--- config.mk ---
export PLATFORM = sky130hd
export DESIGN_NAME = counter_seq_ctrl
export DESIGN_NICKNAME = d
export VERILOG_FILES = /design/src/rtl/counter_seq_ctrl.sv
export SDC_FILE = /design/constraint.sdc
export NUM_CORES = 1
export LEC_CHECK = 0
export CORE_MARGIN = 5
export CORE_UTILIZATION = 45
export DETAILED_ROUTE_END_ITERATION = 16
export PLACE_DENSITY = 0.81
export RECOVER_POWER = 25
export SLEW_MARGIN = 15
export SYNTH_ARGS = -nofsm -noshare
export SYNTH_HDL_FRONTEND = slang
export SYNTH_SLANG_ARGS = --single-unit
--- constraint.sdc ---
create_clock -name clk -period 2.05 [get_ports clk]
set_input_delay 0.205 -clock clk [delete_from_list [all_inputs] [get_ports clk]]
set_output_delay 0.205 -clock clk [all_outputs]
set_load 0.1 [all_outputs]
--- src/rtl/counter_seq_ctrl.sv ---
// counter_seq_ctrl: sequencer for an up/down counter.
// Accepts move/sweep commands over a valid/ready handshake and steps the
// counter one LSB per cycle until it reaches the goal. It optionally sweeps
// back and forth between target and origin for cmd_passes extra legs.
// Ports:
//   clk, rst_n              clock (rising edge), async active-low reset
//   cmd_valid/cmd_ready     command handshake (ready only in IDLE)
//   cmd_target, cmd_passes  goal value and extra sweep legs (0 = plain move)
//   abort                   cancel the active command
//   count_in                live counter value (closes the loop)
//   cnt_en, cnt_dn          counter enable and direction (1 = down)
//   busy                    command in progress
//   done, aborted           registered 1-cycle completion/cancel pulses
module counter_seq_ctrl #(
  parameter int WIDTH = 8,
  parameter int PW    = 4
) (
  input  logic             clk,
  input  logic             rst_n,
  input  logic             cmd_valid,
  output logic             cmd_ready,
  input  logic [WIDTH-1:0] cmd_target,
  input  logic [PW-1:0]    cmd_passes,
  input  logic             abort,
  input  logic [WIDTH-1:0] count_in,
  output logic             cnt_en,
  output logic             cnt_dn,
  output logic             busy,
  output logic             done,
  output logic             aborted
);

  typedef enum logic {IDLE, RUN} state_t;

  state_t           state, state_nxt;
  logic [WIDTH-1:0] goal, origin;
  logic [PW-1:0]    passes_rem;
  logic             arrive;
  logic             idle_rdy;

  assign arrive = (count_in == goal);
  // Held low while reset is asserted so every output reads 0 in reset.
  assign cmd_ready = idle_rdy & rst_n;

  always_comb begin
    state_nxt = state;
    idle_rdy  = 1'b0;
    cnt_en    = 1'b0;
    cnt_dn    = 1'b0;
    busy      = 1'b0;
    case (state)
      IDLE: begin
        idle_rdy = 1'b1;
        if (cmd_valid) state_nxt = RUN;
      end
      RUN: begin
        busy = 1'b1;
        // Direction from magnitude compare: the count never wraps.
        cnt_en = ~arrive & ~abort;
        cnt_dn = (count_in > goal);
        if (abort)
          state_nxt = IDLE;
        else if (arrive && passes_rem == '0)
          state_nxt = IDLE;
      end
      default: state_nxt = IDLE;
    endcase
  end

  always_ff @(posedge clk or negedge rst_n) begin
    if (!rst_n) begin
      state      <= IDLE;
      goal       <= '0;
      origin     <= '0;
      passes_rem <= '0;
      done       <= 1'b0;
      aborted    <= 1'b0;
    end else begin
      state   <= state_nxt;
      done    <= (state == RUN) && !abort && arrive && (passes_rem == '0);
      aborted <= (state == RUN) && abort;
      if (state == IDLE && cmd_valid) begin
        goal       <= cmd_target;
        origin     <= count_in;
        passes_rem <= cmd_passes;
      end else if (state == RUN && !abort && arrive && passes_rem != '0) begin
        // Leg turnaround: the arrival cycle itself is the 1-cycle dwell.
        goal       <= origin;
        origin     <= goal;
        passes_rem <= passes_rem - 1'b1;
      end
    end
  end

endmodule

### The metal 1 layer, run 1

Scale: 4 px per um.
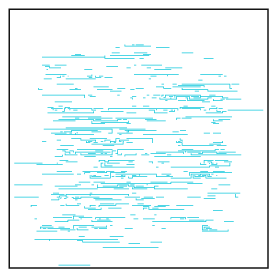
wire length on this layer: 1420 um
main direction: horizontal

### Logic cells by family, run 1

Scale: 4 px per um.
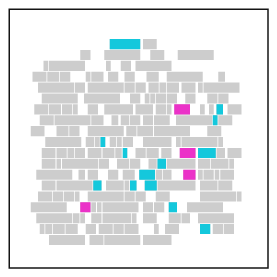
[magenta] AND-OR and OR-AND gates | cells: 4 | most used: o221a_2
[cyan] NOR gates | cells: 13

==> impl_metrics.csv, run 1 <==
group,metric,value,unit
synthesis,synthTopCellsByArea,"dfrtp_1 43%, ha_1 9.4%, a22oi_1 7.9%",
worst_setup_path,max_stage_delay,0.38,ns
status,violations,"negative setup slack",
power_and_ir_drop,comb_power_share,45.7,%
power_and_ir_drop,power.largest_group,"combinational cells",
synthesis,synth_top_area_share,43.4,%
routing,drt_wl_total,3550,um
routing,via_count,1178,
final_layout,flop_area,577,um^2
routing,drt_iter0_markers,95,
power_and_ir_drop,clk-power,0.212,mW
power_and_ir_drop,power_switching,0.569,mW
power_and_ir_drop,comb-power,0.691,mW
die,dieArea,4130,um^2
synthesis,ys_seq_elements,23,
power_and_ir_drop,p_sw_share,37.6,%
synthesis,netlist_instances,132,
synthesis,avgSynthCellArea,10.0,um^2
clocking,path_clk_slew,0.12,ns
grt,grt-ovfl-total,0,
timing,post-route-min-period,2.09,ns
final_layout,num-nonclk-buffers,52,
worst_setup_path,worstSetupStartpointType,"flop",
worst_setup_path,critPathKind,"reg2out",
place,dpl_worst_slack,-0.0846,ns
synthesis,top_area_cell,"dfrtp_1",
die,fp-row-count,19,
routing,post_drt_via_cell_ratio,5.53,
timing,rsz0062_at_grt,"true",
die,pin_count,30,
timing,worstMarginPinSlew,1.30,ns
synthesis,edf_count,0,
timing,max_slew_margin,13.5,%
worst_setup_path,path_cells,"inv_2 > ha_4 > nand4_1 > buf_4 > o211ai_1 > nand3b_1 > a21oi_2 > buf_12",
synthesis,ff_type,"dfrtp_1",
synthesis,synth_top_cell_by_count,"dfrtp_1",
synthesis,synth_chip_area,1330,um^2
synthesis,yosys-top-cells-count,"23 x dfrtp_1, 17 x inv_1, 14 x a22oi_1, 10 x ha_1, 10 x o21ai_2",
place,numPlacedInstances,196,
timing,hold_violations,0,
power_and_ir_drop,pwr-share-clk,14.0,%
timing,max_freq,0.479,GHz
final_layout,clk_share,1.34,%
routing,drc,0,
power_and_ir_drop,total_power,1.51,mW
worst_setup_path,crit_arrival,1.88,ns
final_layout,final_area,1960,um^2
routing,antenna_left,0,
final_layout,final_cells,213,
worst_setup_path,crit_required,1.85,ns
place,port_buffers,29,
final_layout,comb-cell-share,37.8,%
die,die-width,64.3,um
die,fp_util,47.7,%
synthesis,yosys_cells,132,
synthesis,yosysUniqueCellTypes,35,
clocking,htree_levels,1,
final_layout,nClkBuffers,4,
worst_setup_path,cp.buffers_inverters,3,
status,status,"finished, violations left",
synthesis,async_reset_ff_share,100,%
final_layout,seq_share,29.4,%
timing,hold_ws,0.475,ns
clocking,clk_path_buf_depth,2,
place,place_congestion,0.795,
place,dpl.hpwl,2500,um
worst_setup_path,critical_path_peak_fanout,2,
power_and_ir_drop,pg_seq,0.610,mW
die,chipHeight,64.3,um
worst_setup_path,critPathTopFamily,"buffers and inverters",
power_and_ir_drop,ir_worst_vdd,0.000661,V
clocking,cts_sinks,23,
timing,setup_slack,-0.0360,ns
clocking,cts_tree,"done",
timing,finalClockSkew,0.00283,ns
place,place_area,1740,um^2
clocking,worstSkewPairLatency,0.31,ns
final_layout,syn_to_final_growth,47.9,%
timing,setup_violations,1,
### Track usage over the die, run 1

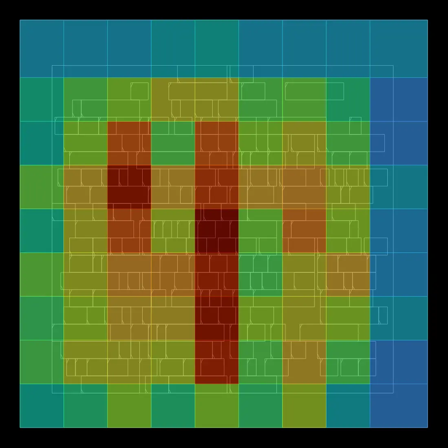
wire length per cell: 16.7 um
Most Crowded Layer GR: met2
GRT Resource Usage Total: 17.9%
fin util: 70.5%

-- run 1: repair_timing --
| item | in CTS | in global routing |
|---|---|---|
| buffers inserted | 7 | 6 |
| resized | 7 | 10 |
| setup endpoints to repair | 2 | 18 |
| pin swaps | 4 | 5 |
-- run 1: final timing paths --
path	start	end	slack (ns)	cells after the start
worst max-delay path	goal[5]	cnt_dn	-0.04	8
worst min-delay path	abort	aborted	0.48	2
worst max register to register	goal[5]	passes_rem[2]	0.08	9
worst min register to register	origin[3]	goal[3]	0.53	2
max in group asynchronous	rst_n	state	0.46	2
min in group asynchronous	rst_n	passes_rem[2]	0.75	2
-- run 1: sequential cells by signal, summed over array words and instances, names as in the netlist --
signal	cells
goal	8
origin	8
done	1
passes_rem	4
state	1
aborted	1
-- run 1: cells in the final DEF, fill, tap and decap left out, drive strengths merged, types with 3 or more instances in the layout --
master / Yosys / routed
nand2: 8 / 8
nor2: 4 / 4
ha: 10 / 10
nor2b: 4 / 4
clkbuf: 2 / 5
clkdlybuf4s50: 0 / 22
dfrtp: 23 / 23
buf: 4 / 28
a21oi: 3 / 3
o21ai: 17 / 17
inv: 17 / 17
a22oi: 14 / 14
-- run 1: cell families after synthesis --
| kind of cell | Yosys count | share of synthesized area, % |
|---|---|---|
| compound gates | 43 | 24.2 |
| simple gates | 32 | 14.6 |
| buf+inv | 23 | 7.55 |
| flops | 23 | 43.4 |
| fa+ha+maj | 10 | 9.43 |
| mux | 1 | 0.755 |
-- run 1: layer usage --
metal  GRT usage, %  part of all wire, %  vias up
li1               -                    -      565
met2           32.0                   54       33
met4           6.11                  1.3        0
met3           3.68                  4.2        4
met1           20.9                   40      576
met5              0                    0        -
==> run 1 -> run 2 <==
- GPL_ROUTABILITY_DRIVEN: default -> 1
### Sequential cells grouped by signal name, run 2

Scale: 8 px per um.
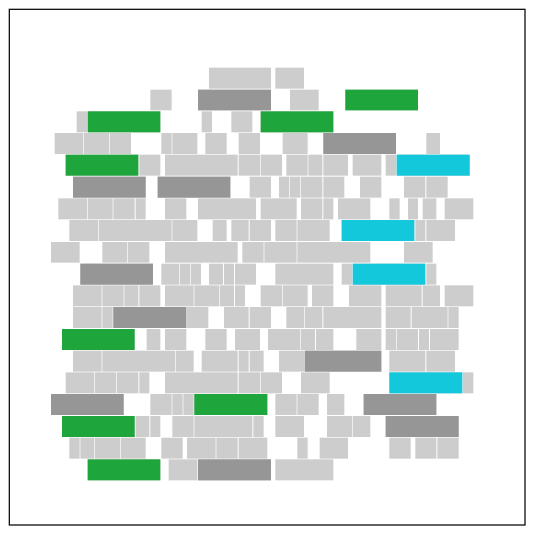
[cyan] passes_rem | placed flops: 4 | where: right middle
[green] origin | placed flops: 8

### A small window of the routed layout, run 2

Region (36, 36) to (61, 61) um. Cells in grey, sequential cells in the stronger grey; small squares are vias.
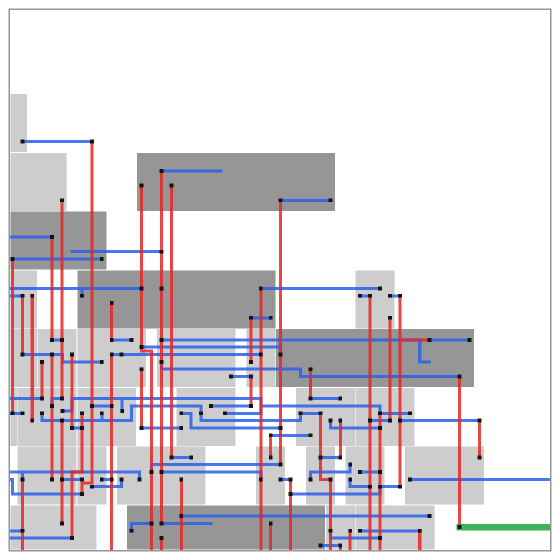
[red] met2
[green] met3
[blue] met1
most frequent: dfrtp_1 (4), clkdlybuf4s50_1 (4)
sequential cells in the window: 4
netlist names of flops here include: passes_rem (2)
cells with their middle in the window: 25

==> run 2 against run 1 <==
  * The run still ends with negative setup slack left
  * Cell area did not move
  * Non-clock buffer count is the same
  * Worst setup slack stayed put
  * Final cell count unchanged
  * Total power is the same
  * First-iteration DRC count is the same
  * Clock power about the same
  * Combinational power about the same
  * Flip-flop count unchanged
  * Largest cell class unchanged
  * Highest routed layer unchanged
==> impl_metrics.csv, run 2 <==
group,metric,value,unit
clocking,clk_path_buf_depth,2,
synthesis,avgSynthCellArea,10.0,um^2
synthesis,yosys_cells,132,
final_layout,num_antenna_cells,0,
min_path,hold_class,"in2reg",
die,dieArea,4130,um^2
synthesis,ys_seq_share,43.4,%
synthesis,synth_simple_gate_area_share,14.6,%
final_layout,syn_to_final_growth,47.9,%
die,pin_count,30,
synthesis,synthesis.area,1330,um^2
routing,wl_per_cell,16.7,um
clocking,worstSkewPairLatency,0.31,ns
routing,drc,0,
worst_setup_path,crit_slowest_cell,"dfrtp_1",
timing,drv_slew,0,
final_layout,final_util,70.5,%
synthesis,async_reset_ff_share,100,%
final_layout,final_nets,217,
place,dpl.hpwl,2500,um
synthesis,ys_sh_mux,0.755,%
clocking,path_clk_slew,0.12,ns
status,status,"finished, violations left",
timing,max_freq,0.479,GHz
place,place_area,1740,um^2
final_layout,drive_above_1_share,35.2,%
power_and_ir_drop,power.largest_group,"combinational cells",
timing,finalClockPeriodUsage,102,%
min_path,hold-path-cell-count,2,
worst_setup_path,reg2reg_depth,9,
power_and_ir_drop,pwr-share-clk,14.0,%
worst_setup_path,crit_start,"goal[5]",
timing,hold_ws,0.475,ns
worst_setup_path,path_cells,"inv_2 > ha_4 > nand4_1 > buf_4 > o211ai_1 > nand3b_1 > a21oi_2 > buf_12",
clocking,cts_sinks,23,
routing,drt_iter0_markers,95,
status,violations,"negative setup slack",
worst_setup_path,critPathTopFamily,"buffers and inverters",
power_and_ir_drop,comb-power,0.691,mW
worst_setup_path,crit_arrival,1.88,ns
timing,max_slew_margin,13.5,%
synthesis,adder_share,9.43,%
grt,grt-ovfl-total,0,
synthesis,yosysUniqueCellTypes,35,
synthesis,edf_count,0,
power_and_ir_drop,power_leakage,0.825,nW
final_layout,final_area,1960,um^2
final_layout,final_cells,213,
job,warning_count,30,
synthesis,synth_chip_area,1330,um^2
worst_setup_path,worstSetupStartpointType,"flop",
synthesis,yosysWarnings,0,
worst_setup_path,r2r_start,"goal[5]",
worst_setup_path,critical_path_peak_fanout,2,
clocking,cts_hold_buf,0,
routing,post_drt_via_cell_ratio,5.53,
power_and_ir_drop,comb_power_share,45.7,%
synthesis,ys_seq_elements,23,
synthesis,synthTopLogicFamily,"AND-OR/OR-AND gates",
place,port_buffers,29,
synthesis,synthAoiAreaFrac,24.2,%
timing,worstMarginPinSlew,1.30,ns
min_path,min_from,"abort",
clocking,cts_tree,"done",
timing,finalClockSkew,0.00283,ns
power_and_ir_drop,power_switching,0.569,mW
clocking,cts.root.buffer_cell,"clkbuf_4",
die,fp-row-count,19,
die,chipHeight,64.3,um
routing,via_count,1178,
worst_setup_path,cp.buffers_inverters,3,
power_and_ir_drop,p_per_area,771,nW/um^2
power_and_ir_drop,ir_worst_vdd,0.000661,V
power_and_ir_drop,p_seq_share,40.3,%
synthesis,synthTopCellsByArea,"dfrtp_1 43%, ha_1 9.4%, a22oi_1 7.9%",
final_layout,lay_top_cells,"22 x dfrtp_1, 22 x clkdlybuf4s50_1, 21 x buf_4, 14 x a22oi_1",
routing,antenna_left,0,
synthesis,top_area_cell,"dfrtp_1",
worst_setup_path,crit_required,1.85,ns
job,drv_cap,0,
synthesis,synth_top_cell_by_count,"dfrtp_1",
synthesis,ys_sh_xor,0,%
synthesis,synth_top_area_share,43.4,%
grt,grt_max_degree,24,
grt,grt_pass1_wl,5840,um
worst_setup_path,cp-end-kind,"output port",
routing,drt_wl_total,3550,um
timing,post-route-min-period,2.09,ns
final_layout,top_regs,"goal: 8 flops, origin: 8 flops, passes_rem: 4 flops",
grt,grt_pass1_vias,1257,
power_and_ir_drop,p_sw_share,37.6,%
timing,rsz0062_at_grt,"true",
synthesis,ff_type,"dfrtp_1",
grt,antenna_found_initial,0,
power_and_ir_drop,pg_seq,0.610,mW
grt,track_usage,17.9,%
power_and_ir_drop,p_int,0.944,mW
synthesis,fp_nets,166,
timing,setup_slack,-0.0360,ns
worst_setup_path,critPathKind,"reg2out",
die,placeableCoreArea,2780,um^2
clocking,htree_levels,1,
worst_setup_path,crit_cells,8,
timing,setup_violations,1,
timing,hold_violations,0,
routing,first_pass_iters,4,
synthesis,netlist_instances,132,
place,numPlacedInstances,196,
die,die-width,64.3,um
die,fp_util,47.7,%
worst_setup_path,max_stage_delay,0.38,ns
place,place_congestion,0.795,
synthesis,yosys-top-cells-count,"23 x dfrtp_1, 17 x inv_1, 14 x a22oi_1, 10 x ha_1, 10 x o21ai_2",
power_and_ir_drop,clk-power,0.212,mW
clocking,numCtsBuffers,3,
run 2: cell counts in the layout (fill, tap and decap cells not counted):
No cell type changed its count.
run 2: layout make-up:
cell class                 count  area [um^2]
clock buffer                   4         26.3
fill                         208          820
inverter                      17         63.8
sequential                    23          577
timing repair buffer          52          514
tap                           31         38.8
multi-input combinational     86          742
run 2: worst paths after layout:
kind                            endpoint  slack (ns)
min reg2reg                      goal[3]        0.53
min in group asynchronous  passes_rem[2]        0.75
max                               cnt_dn       -0.04
max reg2reg                passes_rem[2]        0.08
min                              aborted        0.48
max in group asynchronous          state        0.46
run 2: through the flow:
stage          total power, mW  setup slack (ns)   TNS (ns)
2_1_floorplan            0.977            -0.150     -0.150
3_3_place_gp              1.16           -0.0114    -0.0114
3_5_place_dp              1.19           -0.0846     -0.146
4_1_cts                   1.46         -0.000706  -0.000706
5_1_grt                   1.61            -0.161     -0.261
6_report                  1.51           -0.0360    -0.0360
run 2: worst reg2reg max path, stage by stage, from the launching register on:
cell and delay (ns):
dfrtp_1 0.38, inv_2 0.06, ha_4 0.26, nand4_1 0.12, buf_4 0.15, buf_4 0.13
nor4_4 0.25, buf_6 0.20, mux2i_1 0.09, a211o_1 0.23
run 2: kinds of logic (layout without fill, tap and decap cells):
group | after synthesis | after routing
buf+inv | 23 | 73
fa+ha+maj | 10 | 10
compound gates | 43 | 43
simple gates | 32 | 32
mux | 1 | 1
flops | 23 | 23
run 2: what timing repair did:
action,in CTS,in global routing
endpoints found under the setup margin,2,18
pin swaps,4,5
buffers inserted,7,6
gates resized,7,10
gates cloned,0,0
run 2: per-layer routing:
metal | track usage [%] | wire, um
met3 | 3.68 | 150
met5 | 0 | 0
met4 | 6.11 | 46
met1 | 20.9 | 1420
met2 | 32.0 | 1930
Power is estimated from default activity; no workload was simulated.
